File: src/rtl/ofdm_pkg.sv
// Shared types and default constants for the OFDM QPSK mapper.
package ofdm_pkg;

  localparam int unsigned NUM_SC_DEF     = 64;
  localparam int unsigned FIFO_DEPTH_DEF = 4;
  localparam int unsigned IQ_WIDTH_DEF   = 8;
  localparam int unsigned AMP_DEF        = 90;
  localparam int unsigned IDX_W_DEF      = $clog2(NUM_SC_DEF);

  typedef enum logic {
    PAIR_EVEN = 1'b0,
    PAIR_ODD  = 1'b1
  } pair_state_t;

  typedef struct packed {
    logic signed [IQ_WIDTH_DEF-1:0] i;
    logic signed [IQ_WIDTH_DEF-1:0] q;
    logic [IDX_W_DEF-1:0]           idx;
    logic                           last;
  } sym_t;

endpackage

File: src/rtl/ofdm_sym_fifo.sv
// Synchronous FIFO holding mapped symbols; head word is always presented on rdata.
module ofdm_sym_fifo #(
  parameter int unsigned DEPTH = 4,
  parameter int unsigned WIDTH = 8
) (
  input  logic             ofdm_clk,
  input  logic             resetn,
  input  logic             push,
  input  logic [WIDTH-1:0] wdata,
  input  logic             pop,
  output logic [WIDTH-1:0] rdata,
  output logic             full,
  output logic             empty
);

  localparam int unsigned PTR_W = (DEPTH > 1) ? $clog2(DEPTH) : 1;
  localparam int unsigned CNT_W = $clog2(DEPTH + 1);

  logic [WIDTH-1:0] mem [DEPTH];
  logic [PTR_W-1:0] wr_ptr;
  logic [PTR_W-1:0] rd_ptr;
  logic [CNT_W-1:0] count;
  logic             do_push;
  logic             do_pop;

  function automatic logic [PTR_W-1:0] ptr_inc(input logic [PTR_W-1:0] p);
    return (p == PTR_W'(DEPTH - 1)) ? '0 : p + PTR_W'(1);
  endfunction

  assign full    = (count == CNT_W'(DEPTH));
  assign empty   = (count == '0);
  assign do_push = push & ~full;
  assign do_pop  = pop & ~empty;
  assign rdata   = mem[rd_ptr];

  always_ff @(posedge ofdm_clk or negedge resetn) begin
    if (!resetn) begin
      wr_ptr <= '0;
      rd_ptr <= '0;
      count  <= '0;
      for (int k = 0; k < int'(DEPTH); k++) mem[k] <= '0;
    end else begin
      if (do_push) begin
        mem[wr_ptr] <= wdata;
        wr_ptr      <= ptr_inc(wr_ptr);
      end
      if (do_pop) rd_ptr <= ptr_inc(rd_ptr);
      // Simultaneous push and pop leaves occupancy unchanged.
      case ({do_push, do_pop})
        2'b10:   count <= count + CNT_W'(1);
        2'b01:   count <= count - CNT_W'(1);
        default: count <= count;
      endcase
    end
  end

endmodule

File: src/rtl/ofdm_qpsk_mapper.sv
// Pairs serial cipher bits into QPSK symbols tagged with subcarrier index, buffered in a FIFO.
module ofdm_qpsk_mapper
  import ofdm_pkg::*;
#(
  parameter int unsigned NUM_SC     = NUM_SC_DEF,
  parameter int unsigned FIFO_DEPTH = FIFO_DEPTH_DEF,
  parameter int unsigned IQ_WIDTH   = IQ_WIDTH_DEF,
  parameter int unsigned AMP        = AMP_DEF
) (
  input  logic                          ofdm_clk,
  input  logic                          resetn,
  input  logic                          ofdm_sdata_vld,
  output logic                          ofdm_sdata_rdy,
  input  logic                          ofdm_sdata,
  output logic                          sym_vld,
  input  logic                          sym_rdy,
  output logic signed [IQ_WIDTH-1:0]    sym_i,
  output logic signed [IQ_WIDTH-1:0]    sym_q,
  output logic [$clog2(NUM_SC)-1:0]     sym_idx,
  output logic                          sym_last
);

  localparam int unsigned IDX_W = $clog2(NUM_SC);
  localparam int unsigned SYM_W = 2 * IQ_WIDTH + IDX_W + 1;
  localparam logic [IQ_WIDTH-1:0] POS_AMP = IQ_WIDTH'(AMP);
  localparam logic [IQ_WIDTH-1:0] NEG_AMP = IQ_WIDTH'(32'd0 - AMP);

  pair_state_t      state;
  logic             i_bit;
  logic [IDX_W-1:0] sc_cnt;
  logic             accept;
  logic             push;
  logic             pop;
  logic             fifo_full;
  logic             fifo_empty;
  logic [SYM_W-1:0] wdata;
  logic [SYM_W-1:0] head;

  function automatic logic [IQ_WIDTH-1:0] qpsk_map(input logic b);
    return b ? NEG_AMP : POS_AMP;
  endfunction

  // Only the Q-bit phase can stall, so the I bit is always taken.
  assign ofdm_sdata_rdy = (state == PAIR_EVEN) | ~fifo_full;
  assign accept         = ofdm_sdata_vld & ofdm_sdata_rdy;
  assign push           = accept & (state == PAIR_ODD);
  assign pop            = sym_vld & sym_rdy;
  assign sym_vld        = ~fifo_empty;

  assign wdata = {qpsk_map(i_bit), qpsk_map(ofdm_sdata), sc_cnt,
                  (sc_cnt == IDX_W'(NUM_SC - 1))};
  assign {sym_i, sym_q, sym_idx, sym_last} = head;

  always_ff @(posedge ofdm_clk or negedge resetn) begin
    if (!resetn) begin
      state  <= PAIR_EVEN;
      i_bit  <= 1'b0;
      sc_cnt <= '0;
    end else if (accept) begin
      case (state)
        PAIR_EVEN: begin
          i_bit <= ofdm_sdata;
          state <= PAIR_ODD;
        end
        default: begin
          state  <= PAIR_EVEN;
          sc_cnt <= (sc_cnt == IDX_W'(NUM_SC - 1)) ? '0 : sc_cnt + IDX_W'(1);
        end
      endcase
    end
  end

  ofdm_sym_fifo #(
    .DEPTH (FIFO_DEPTH),
    .WIDTH (SYM_W)
  ) u_fifo (
    .ofdm_clk (ofdm_clk),
    .resetn   (resetn),
    .push     (push),
    .wdata    (wdata),
    .pop      (pop),
    .rdata    (head),
    .full     (fifo_full),
    .empty    (fifo_empty)
  );

endmodule

File: config.mk
export PLATFORM = sky130hd
export DESIGN_NAME = ofdm_qpsk_mapper
export DESIGN_NICKNAME = d
export VERILOG_FILES = /design/src/rtl/ofdm_pkg.sv /design/src/rtl/ofdm_sym_fifo.sv /design/src/rtl/ofdm_qpsk_mapper.sv
export SDC_FILE = /design/constraint.sdc
export NUM_CORES = 1
export LEC_CHECK = 0
export CAP_MARGIN = 30
export CORE_MARGIN = 5
export CORE_UTILIZATION = 40
export DETAILED_ROUTE_END_ITERATION = 7
export HOLD_SLACK_MARGIN = 0.1
export PLACE_DENSITY = 0.66
export SYNTH_ARGS = -nofsm -noshare
export SYNTH_HDL_FRONTEND = slang
export SYNTH_SLANG_ARGS = --single-unit
export TNS_END_PERCENT = 100
File: constraint.sdc
create_clock -name ofdm_clk -period 2.6 [get_ports ofdm_clk]
set_input_delay 0.39 -clock ofdm_clk [delete_from_list [all_inputs] [get_ports ofdm_clk]]
set_output_delay 0.39 -clock ofdm_clk [all_outputs]
set_load 0.01 [all_outputs]
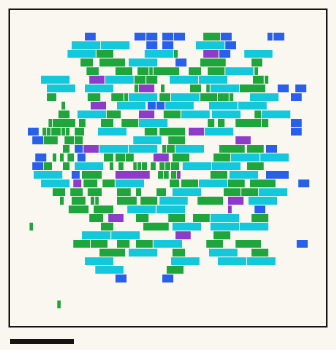
Figure 1: cells colored by class.
The bar under the picture is 20 microns long.
clock drivers and dummy loads: marked purple, cells 16, share of their area 5.9%. remaining buffers and delay cells: marked blue, cells 34, share of their area 9.4%. remaining logic cells: marked green, cells 131, share of their area 40%. registers: marked cyan, cells 63, share of their area 45%.
core area: 0.00777 sq mm
Core Util, Final: 47.2%
Seq area share: 43.0%
final instance area: 0.00366 sq mm

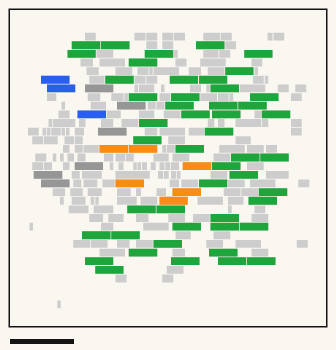
Figure 2: sequential cells grouped by signal name.
The bar under the picture is 20 microns long. Other sequential cells in the stronger gray, the rest of the logic in the fainter gray.
`sc_cnt`: marked orange, sequential cells 6, where middle. `u_fifo.count`: marked blue, sequential cells 3. `u_fifo.mem`: marked green, sequential cells 48.

==> results_slide.txt <==
Synthesis and Place & Route Summary

Run status
  • Status: finished, final reports clean

Pwr
  • Pwr dens: 1340 mW/mm^2
  • Final Power: between 4 and 5 mW
  • LEAKAGE: between 1.5 and 2 nW
  • Worst IR Drop VDD: ~0.52 mV

Timing
  • Minimum clock period: 2480 ps
  • Skew final: 9.27 ps
  • RSZ-0062 raised after global routing: false
  • Pins Over Slew Limit: 0
  • Fmax: roughly 400 MHz
  • Sum Neg Setup Slack: 0 ps
  • Hold Violations, Final: 0
  • Hold slack: 465 ps
  • Worst-margin pin slew: ~720 ps
  • Post-layout period usage: 95.3%
  • Slew HR: between 50% and 60%
  • # setup viols final: 0

Finish
  • Combinational share of cell area: between 30% and 40%
  • ClkCell Share: 5.74%
  • Most numerous logic cells after layout: dfrtp_1 (63), mux2_4 (28), clkdlybuf4s50_1 (26), inv_1 (14), mux2_2 (14)
  • Biggest register: u_fifo.mem
  • Register Area: 0.00158 sq mm
  • Top flop regs: u_fifo.mem x48, sc_cnt x6, u_fifo.count x3
  • Non-clock inverter count: 14
  • Seq cells: about 63
  • Largest register FFs: around 48
  • Largest cell class by area: registers
  • Layout Cells excl Fill: 346
  • Nets: 252
  • Antenna Cells: 0
  • Comb_multi_in: roughly 120
  • # fillers: 688
  • Layout clock buffers: 14
  • Non-clock buffer count in the final layout: 34
  • Non-clock buffer contribution to total cell area: 9.08%
  • Dominant logic cell type in the layout: dfrtp_1
  • Comb area: roughly 0.0014 sq mm
  • Share of cells above drive strength 1: 32.8%

Clocking
  • Clock latency at the later pin of the worst-skew pair: 330 ps
  • CTS tree: done
  • Resize count post-CTS: 0
  • Clock Sinks: 63
  • CTS Buffer Depth: 2
  • CTS buffer count: 9
  • Postcts setup bufs: 0
  • CTS Hold Bufs: 1
  • Root buf cell: clkbuf_8
  • H-tree levels: 3
  • Clock edge transition at the registers on the reported setup and hold paths: 70 ps

Global route
  • Initial antenna violation count: 0
  • First-pass GRT wire length: 9750 microns
  • Vias in the first global route: 1807
  • GRT Residual Overflow: 0
  • GR Util met3: around 4.1%

Die
  • Chip width: 99.5 microns
  • # rows: 32
  • # IOs: 30
  • Die Ht: between 90 and 100 microns
  • # Taps: 102
  • Starting Density: 41.2%
  • Die Area: 0.00990 sq mm

Worst setup path
  • Crit-path max FO: 14
  • Crit path DRT: 2210 ps
  • CP Launch Type: register
  • Worst setup EP type: primary output
  • FF-to-FF End: u_fifo.count[2]$_DFFE_PN0P_
  • CP max-delay cell: dfrtp_1
  • Crit path to: sym_q[7]
  • Buf/Inv on CP: 1
  • Max incr delay on CP: just over 800 ps
  • Critical path, cell by cell: mux4_2 > clkdlybuf4s50_1
  • Worst R2R Start: u_fifo.count[0]$_DFFE_PN0P_
  • Critical path type: reg -> out
  • Critical path depth in cells: 2
  • Crit path max-delay family: flip-flops
  • Reg2reg path depth: 8
  • Worst reg-to-reg setup slack: 500 ps
  • Worst setup path start: u_fifo.rd_ptr[1]$_DFFE_PN0P_
  • Worst EP arrival: ~2100 ps

Placement
  • Inst Count DP: 329
  • Post-DP HPWL: 3640 microns
  • Post-detailed-placement cell area: 0.00344 sq mm
  • Placer Congestion: 0.752
  • Port bufs: 27
  • Dpl ws: 268 ps

Synth
  • Yosys top cell area share: between 40% and 50%
  • Top cells by count: dfrtp_1 (63), mux2_4 (28), inv_1 (14), mux2_2 (14)
  • Dominant flop cell: dfrtp_1
  • Area leader, netlist: dfrtp_1
  • Yosys chip area: roughly 0.0032 sq mm
  • Yosys Warn Count: 0
  • Count leader, synth: dfrtp_1
  • Count of cell types in the netlist: 34
  • Synth Area per Inst: roughly 15 sq um
  • Post-Syn Instances: 218
  • EDFF count, synth: 0
  • Register share after synthesis: 49.2%
  • Flops after synth: 63
  • Synth Cell Area: 0.00320 sq mm
  • Asr flop ratio synth: 100%
  • Ys cells: 218
  • Synth area leaders: dfrtp_1 (49%), mux2_4 (13%), mux4_2 (8.4%), mux2_2 (4.9%), mux2i_1 (2.8%)

Drt
  • DRT antenna net count: 0
  • Vias: 1693
  • Metal2 WL: 2520 microns
  • Vias per cell: 4.89
  • WL met3: roughly 200 microns
  • # DRC: 0
  • Wire length on met1: 2720 microns
  • Max Used Layer: met4
  • Drt initial violations: 65
  • Wire per inst: around 16 microns
  • Pre-Repair DR Iteration Count: 4
  • Final WL: around 5500 microns

Worst hold path
  • End of the worst hold path: u_fifo.mem[39]$_DFFE_PN0P_
  • Worst Hold Depth: 1
  • Hold Path Origin: u_fifo.mem[39]$_DFFE_PN0P_
  • Hold WC Path Type: reg -> reg

Job
  • Max Cap Viol: 0
  • OpenROAD warnings: 29
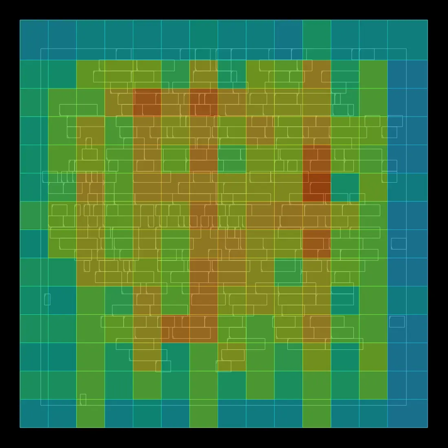
Figure 3: congestion heat map.
Most Crowded Layer GR: met2
met1 Track Usage GR: 17.8%
met2 Use GR: 18.5%
total track usage: 12.7%

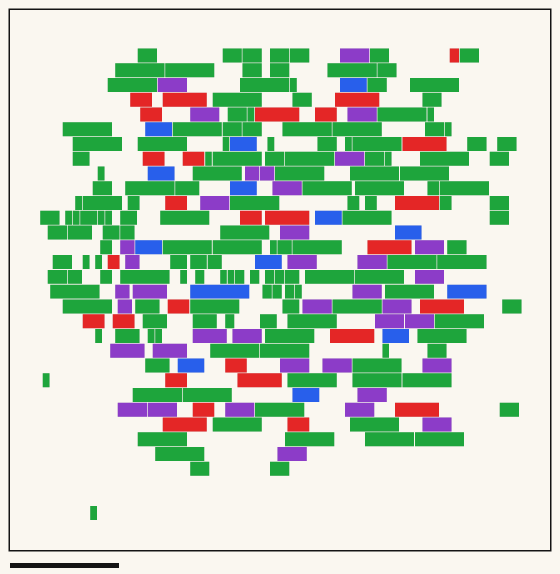
Figure 4: cells by drive strength.
The bar under the picture is 20 microns long.
x1 and smaller: marked green, cells 164, share 67%. x3 and x4: marked purple, cells 38, share 16%. x6 and larger: marked blue, cells 14, share 5.7%. x2: marked red, cells 28, share 11%.
min setup slack post-route: 122 ps
Area Growth Syn to Fin: 14.4%

[report_power, final]
part | internal [mW] | switching (mW) | leakage, nW
combinational | 1.39 | 0.845 | 0.860
sequential | 1.41 | 0.384 | 0.744
clock | 0.523 | 0.358 | 0.103
total | 3.32 | 1.59 | 1.71
[kinds of logic (layout without fill, tap and decap cells)]
| family | Yosys count | after routing | synth area share, % |
|---|---|---|---|
| AND/OR/NAND/NOR | 30 | 30 | 6.45 |
| other | 1 | 2 | 0.117 |
| flip-flops | 63 | 63 | 49.2 |
| multiplexers | 63 | 63 | 29.3 |
| adder cells (fa/ha/maj) | 8 | 8 | 3.36 |
| AND-OR/OR-AND | 9 | 9 | 1.87 |
| buffers and inverters | 39 | 64 | 8.32 |
| XOR/XNOR | 5 | 5 | 1.37 |
No activity file was given, so power comes from the tool's default toggle rates.
